Sequential cells colored by netlist name:
Drawn at 3 px/um. Other sequential cells in the stronger gray, the rest of the logic in the fainter gray.
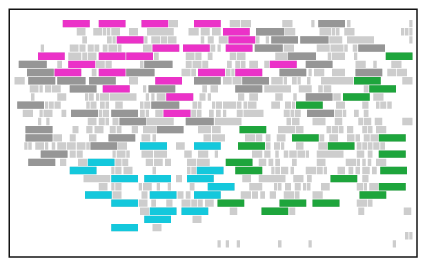
Clock network drawn from the DEF:
Drawn at 4 px/um.
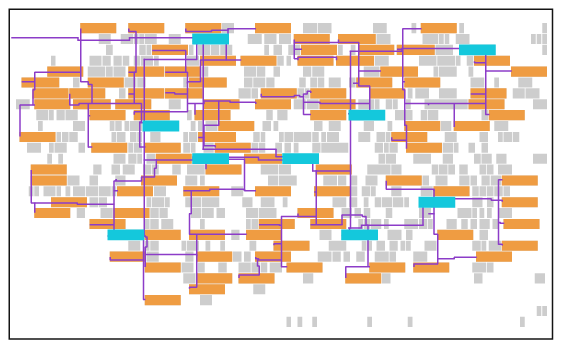
Routing congestion map:
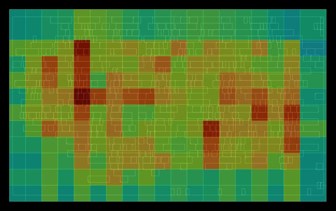
Metal layers overlaid:
Drawn at 3 px/um.
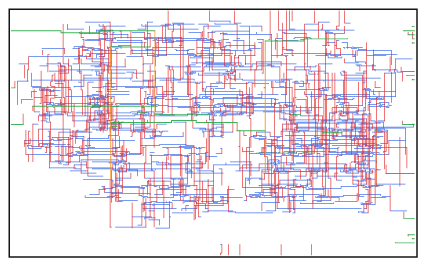
<file path="config.mk">
export PLATFORM = sky130hd
export DESIGN_NAME = multiboot_request
export DESIGN_NICKNAME = d
export VERILOG_FILES = /design/src/rtl/multiboot_pkg.sv /design/src/rtl/debounce_sync.sv /design/src/rtl/multiboot_request.sv
export SDC_FILE = /design/constraint.sdc
export NUM_CORES = 1
export LEC_CHECK = 0
export CAP_MARGIN = 5
export CORE_ASPECT_RATIO = 0.6
export CORE_UTILIZATION = 45
export DETAILED_ROUTE_END_ITERATION = 8
export GPL_ROUTABILITY_DRIVEN = 0
export PLACE_DENSITY = 0.68
export SYNTH_ARGS = -nofsm -noshare
export SYNTH_HDL_FRONTEND = slang
export SYNTH_SLANG_ARGS = --single-unit
</file>
<file path="constraint.sdc">
create_clock -name clock -period 3.92 [get_ports clock]
set_clock_uncertainty 0.1 [all_clocks]
set_input_delay 1.176 -clock clock [delete_from_list [all_inputs] [get_ports clock]]
set_output_delay 1.176 -clock clock [all_outputs]
set_load 0.005 [all_outputs]
</file>
<file path="src/rtl/multiboot_pkg.sv">
// multiboot_pkg: state encoding, flash slot addresses and SPI opcode for multiboot_request
package multiboot_pkg;
  typedef enum logic [2:0] {ST_POWERUP, ST_IDLE, ST_REQUEST, ST_DONE, ST_FAIL} state_t;
  localparam logic [23:0] SLOT0 = 24'h054000;
  localparam logic [23:0] SLOT1 = 24'h0A8000;
  localparam logic [23:0] SLOT2 = 24'h0FC000;
  localparam logic [23:0] SLOT3 = 24'h150000;
  localparam logic [7:0] SPI_READ_OP = 8'h03;
  function automatic logic [23:0] slot_addr(input logic [1:0] s);
    return s == 2'd0 ? SLOT0 : s == 2'd1 ? SLOT1 : s == 2'd2 ? SLOT2 : SLOT3;
  endfunction
endpackage

</file>
<file path="src/rtl/debounce_sync.sv">
// debounce_sync: two-flop synchroniser plus stability filter; press fires once per accepted 1->0
module debounce_sync #(
  parameter int CYCLES = 16384
) (
  input  logic clock,
  input  logic reset_n,
  input  logic raw_n,
  output logic press
);
  localparam int W = $clog2(CYCLES + 1);
  logic [1:0] sync;
  logic cand, level_n, armed;
  logic [W-1:0] cnt;
  logic settled;
  assign settled = cnt == W'(CYCLES - 1);
  // armed only after a settled release, so a button held through reset never counts
  assign press = armed && settled && level_n && !cand;
  always_ff @(posedge clock or negedge reset_n)
    if (!reset_n) begin
      sync <= 2'b11;
      cand <= 1'b1;
      cnt <= '0;
      level_n <= 1'b1;
      armed <= 1'b0;
    end else begin
      sync <= {sync[0], raw_n};
      if (sync[1] != cand) begin
        cand <= sync[1];
        cnt <= '0;
      end else if (!settled) cnt <= cnt + 1'b1;
      if (settled) begin
        level_n <= cand;
        if (cand) armed <= 1'b1;
      end
    end
endmodule

</file>
<file path="src/rtl/multiboot_request.sv">
// multiboot_request: issues a retried reboot request for a DIP-selected flash image
module multiboot_request
  import multiboot_pkg::*;
#(
  parameter int POR_CYCLES = 65536,
  parameter int DEBOUNCE_CYCLES = 16384,
  parameter int ACK_TIMEOUT = 1048576,
  parameter int MAX_RETRY = 3,
  parameter int LED_DIV = 22
) (
  input  logic        clock,
  input  logic        reset_n,
  input  logic [3:0]  dip,
  input  logic        btn_n,
  input  logic        reboot_ack,
  output logic        reboot_req,
  output logic [23:0] reboot_addr,
  output logic        led
);
  localparam int PW = $clog2(POR_CYCLES + 1);
  localparam int TW = $clog2(ACK_TIMEOUT + 1);
  localparam int RW = $clog2(MAX_RETRY + 2);
  state_t state, state_nx;
  logic [3:0] dip_m, dip_s;
  logic [PW-1:0] por_cnt;
  logic [TW-1:0] tmo_cnt;
  logic [RW-1:0] retry;
  logic [LED_DIV:0] blink;
  logic gap, press, por_done, timeout, retry_now, enter_req, unused_dip;
  assign unused_dip = dip_s[1];
  assign por_done = por_cnt == PW'(POR_CYCLES - 1);
  assign timeout = !gap && tmo_cnt == TW'(ACK_TIMEOUT - 1);
  assign retry_now = timeout && !reboot_ack && retry != RW'(MAX_RETRY);
  assign enter_req = state_nx == ST_REQUEST && state != ST_REQUEST;
  debounce_sync #(.CYCLES(DEBOUNCE_CYCLES)) u_btn (
    .clock(clock), .reset_n(reset_n), .raw_n(btn_n), .press(press)
  );
  always_ff @(posedge clock or negedge reset_n)
    if (!reset_n) state <= ST_POWERUP;
    else state <= state_nx;
  always_comb begin
    state_nx = state;
    case (state)
      ST_POWERUP: state_nx = por_done ? (dip_s[0] ? ST_REQUEST : ST_IDLE) : ST_POWERUP;
      ST_IDLE:    state_nx = press ? ST_REQUEST : ST_IDLE;
      ST_REQUEST: state_nx = gap ? ST_REQUEST : reboot_ack ? ST_DONE :
                             (timeout && retry == RW'(MAX_RETRY)) ? ST_FAIL : ST_REQUEST;
      default:    state_nx = state;
    endcase
  end
  always_comb begin
    reboot_req = state == ST_REQUEST && !gap;
    led = state == ST_IDLE || (state == ST_FAIL && blink[LED_DIV]);
  end
  // gap is the single idle cycle between a timed-out attempt and its retry
  always_ff @(posedge clock or negedge reset_n)
    if (!reset_n) begin
      dip_m <= 4'hF;
      dip_s <= 4'hF;
      por_cnt <= '0;
      tmo_cnt <= '0;
      retry <= '0;
      gap <= 1'b0;
      blink <= '0;
      reboot_addr <= '0;
    end else begin
      dip_m <= dip;
      dip_s <= dip_m;
      blink <= blink + 1'b1;
      if (state == ST_POWERUP && !por_done) por_cnt <= por_cnt + 1'b1;
      if (enter_req) begin
        reboot_addr <= slot_addr(dip_s[3:2]);
        tmo_cnt <= '0;
        retry <= '0;
        gap <= 1'b0;
      end else if (state == ST_REQUEST) begin
        gap <= retry_now;
        tmo_cnt <= (gap || retry_now) ? '0 : timeout ? tmo_cnt : tmo_cnt + 1'b1;
        if (retry_now) retry <= retry + 1'b1;
      end
    end
endmodule

</file>
==> notes.md <==
The run finished with clean final reports. The tools report the master cell of the clock root buffer as clkbuf_16. The skew report gives the latency at the later pin of the worst-skew pair as 0.35 ns.

The slowest stage of the critical path is the clkdlybuf4s50_1 cell. The arrival time of data at the worst endpoint is listed as 2.15 ns. The core region is 10100 um^2. The clock passes through at most 2 buffers. According to the dpl log, the detail-placed design has an HPWL of 6010 um. The beginning of the critical path was state[0]$_DFF_PN0_. The worst setup path is launched from a flop. Path category of the worst min-delay check: flop to flop. Setup repair after global routing left no endpoint under its margin. The xor-xnor portion of the synthesized cell area works out to 0.0857. The run gives 0 for the aggregate global routing overflow.

The number of antenna diodes in the final layout is 0. According to the timing report, the critical path is captured at reboot_req. Entering global routing, the biggest net connects 57 pins. The register area share after synthesis was 0.513. After layout, the minimum clock period comes to 3.42 ns. The tool warning count works out to 30. In this run the full chip footprint comes out at 11100 um^2.

Per the timing report, the most critical flop-to-flop path originates at por_cnt[2]$_DFFE_PN0P_. The setup path with the least slack is of type flop to output pin. The cell total in the yosys stat output is 454, and the count of buffers inserted at the top-level ports is 15. The run gives 0.07 ns for the clock transition at the registers of the reported paths. Sorting the synthesized cells by area gives the leading types as dfrtp_1 (46%), xnor2_1 (5.8%), dfstp_2 (5.5%), buf_4 (3.4%), and3_1 (2.9%). The tools report the initial antenna violation count as 0.

Static timing analysis puts the maximum clock frequency at 292 MHz. The worst VDD IR drop from the latest analysis is 0.250 mV. The slew at the pin with the worst max-slew slack was 1.11 ns. Per the run summary, max-cap violations total 0. The area share of the largest cell type after synthesis works out to 0.458.
Back to the opening pictures, 'sequential cells colored by netlist name':
Cyan is `por_cnt`, sequential cells 17. Green is `tmo_cnt`, sequential cells 21. Magenta is `blink`, sequential cells 23.
area taken by flip-flops and latches: 2460 um^2
fin util: 0.522

Back to the opening pictures, 'clock network drawn from the DEF':
Orange is flip-flops, count 98. Cyan is cells driving clock nets, count 9. Purple is clock wires, length 1190 um.
Position of the flops: widely spread. There are 10 routed clock nets.

Back to the opening pictures, 'routing congestion map':
busiest layer in global routing: met2
Avg WL per Cell: 14.4 um
met3 Use GR: 0.0481

Back to the opening pictures, 'metal layers overlaid':
Red is met2, wire length 3740 um. Orange is met4, wire length 135 um. Blue is met1, wire length 4560 um. Green is met3, wire length 312 um.
total number of vias: 3252
WL final: 8740 um
GRT Total Usage: 0.177

layout by cell type, fill, tap and decap left out, types with 8 or more instances in the layout:
cell,n
dfstp_2,10
nor3_1,12
inv_1,13
clkdlybuf4s50_1,14
a21oi_1,14
a211o_2,8
nand2_1,33
clkbuf_16,9
nor2_1,30
o21ai_0,15
dfrtp_1,88
nand3_1,25
xnor2_1,32
conb_1,17
xor2_1,15
ha_1,11
and3_1,22
nand4_1,22
o31ai_1,9
per-stage QoR:
stage	setup slack, ns	power, uW	hold slack [ns]	utilization	cells
5_1_grt	0.355	2030	0.261	0.522	607
2_1_floorplan	1.14	1080	0.245	-	470
3_3_place_gp	0.721	1100	0.246	0.493	591
4_1_cts	0.479	1990	0.259	0.522	607
3_5_place_dp	0.708	1100	0.249	0.493	591
6_report	0.495	1960	0.258	0.522	607
registers in the layout (all words and copies together), names as in the netlist:
name	flops
retry	3
reboot_addr	4
dip_s	3
u_btn.sync	2
tmo_cnt	21
u_btn.level_n	1
gap	1
blink	23
dip_m	3
state	3
u_btn.cnt	15
por_cnt	17
u_btn.cand	1
u_btn.armed	1
power by group:
| group | total [uW] | switching (uW) | internal [uW] |
|---|---|---|---|
| clock | 877 | 381 | 496 |
| sequential | 1030 | 6.80 | 1020 |
| combinational | 50.6 | 36.9 | 13.7 |
how the worst min path moves through the flow:
| stage | start | end | slack [ns] | cells after the start |
|---|---|---|---|---|
| floorplan | dip_m[0]$_DFF_PN1_ | dip_s[0]$_DFF_PN1_ | 0.25 | 0 |
| global placement | dip_m[0]$_DFF_PN1_ | dip_s[0]$_DFF_PN1_ | 0.25 | 0 |
| detailed placement | dip_m[2]$_DFF_PN1_ | dip_s[2]$_DFF_PN1_ | 0.25 | 0 |
| CTS | dip_m[2]$_DFF_PN1_ | dip_s[2]$_DFF_PN1_ | 0.26 | 0 |
| global route | dip_m[2]$_DFF_PN1_ | dip_s[2]$_DFF_PN1_ | 0.26 | 0 |
| finish | dip_m[2]$_DFF_PN1_ | dip_s[2]$_DFF_PN1_ | 0.26 | 0 |
synth_stat cells, types with 10 or more instances:
cell     number
a21oi_1      14
nand4_1      22
o21ai_0      15
and3_1       22
nand2_1      33
xnor2_1      32
ha_1         11
inv_1        13
buf_4        22
nor2_1       30
xor2_1       15
nor3_1       12
nand3_1      25
dfstp_2      10
dfrtp_1      88
layer usage:
layer | vias to the layer above | track usage | part of all wire
met4 | 0 | 0.0607 | 0.015
met1 | 1604 | 0.249 | 0.52
met3 | 12 | 0.0481 | 0.036
met2 | 45 | 0.263 | 0.43
met5 | - | 0 | 0
li1 | 1591 | - | -
kinds of logic (layout without fill, tap and decap cells):
kind of cell	after synthesis	in the layout
adder cells (fa/ha/maj)	11	11
flip-flops	98	98
XOR/XNOR	47	47
multiplexers	6	6
AND/OR/NAND/NOR	182	182
AND-OR/OR-AND	62	62
buffers and inverters	47	49
other	1	17
area by class of cell:
| class | count | area share |
|---|---|---|
| timing repair buffer | 20 | 0.0350 |
| multi-input combinational | 325 | 0.402 |
| clock inverter | 6 | 0.0125 |
| tap | 135 | 0.0319 |
| clock buffer | 10 | 0.0433 |
| inverter | 13 | 0.00923 |
| sequential | 98 | 0.466 |
Power and IR drop assume default switching activity.
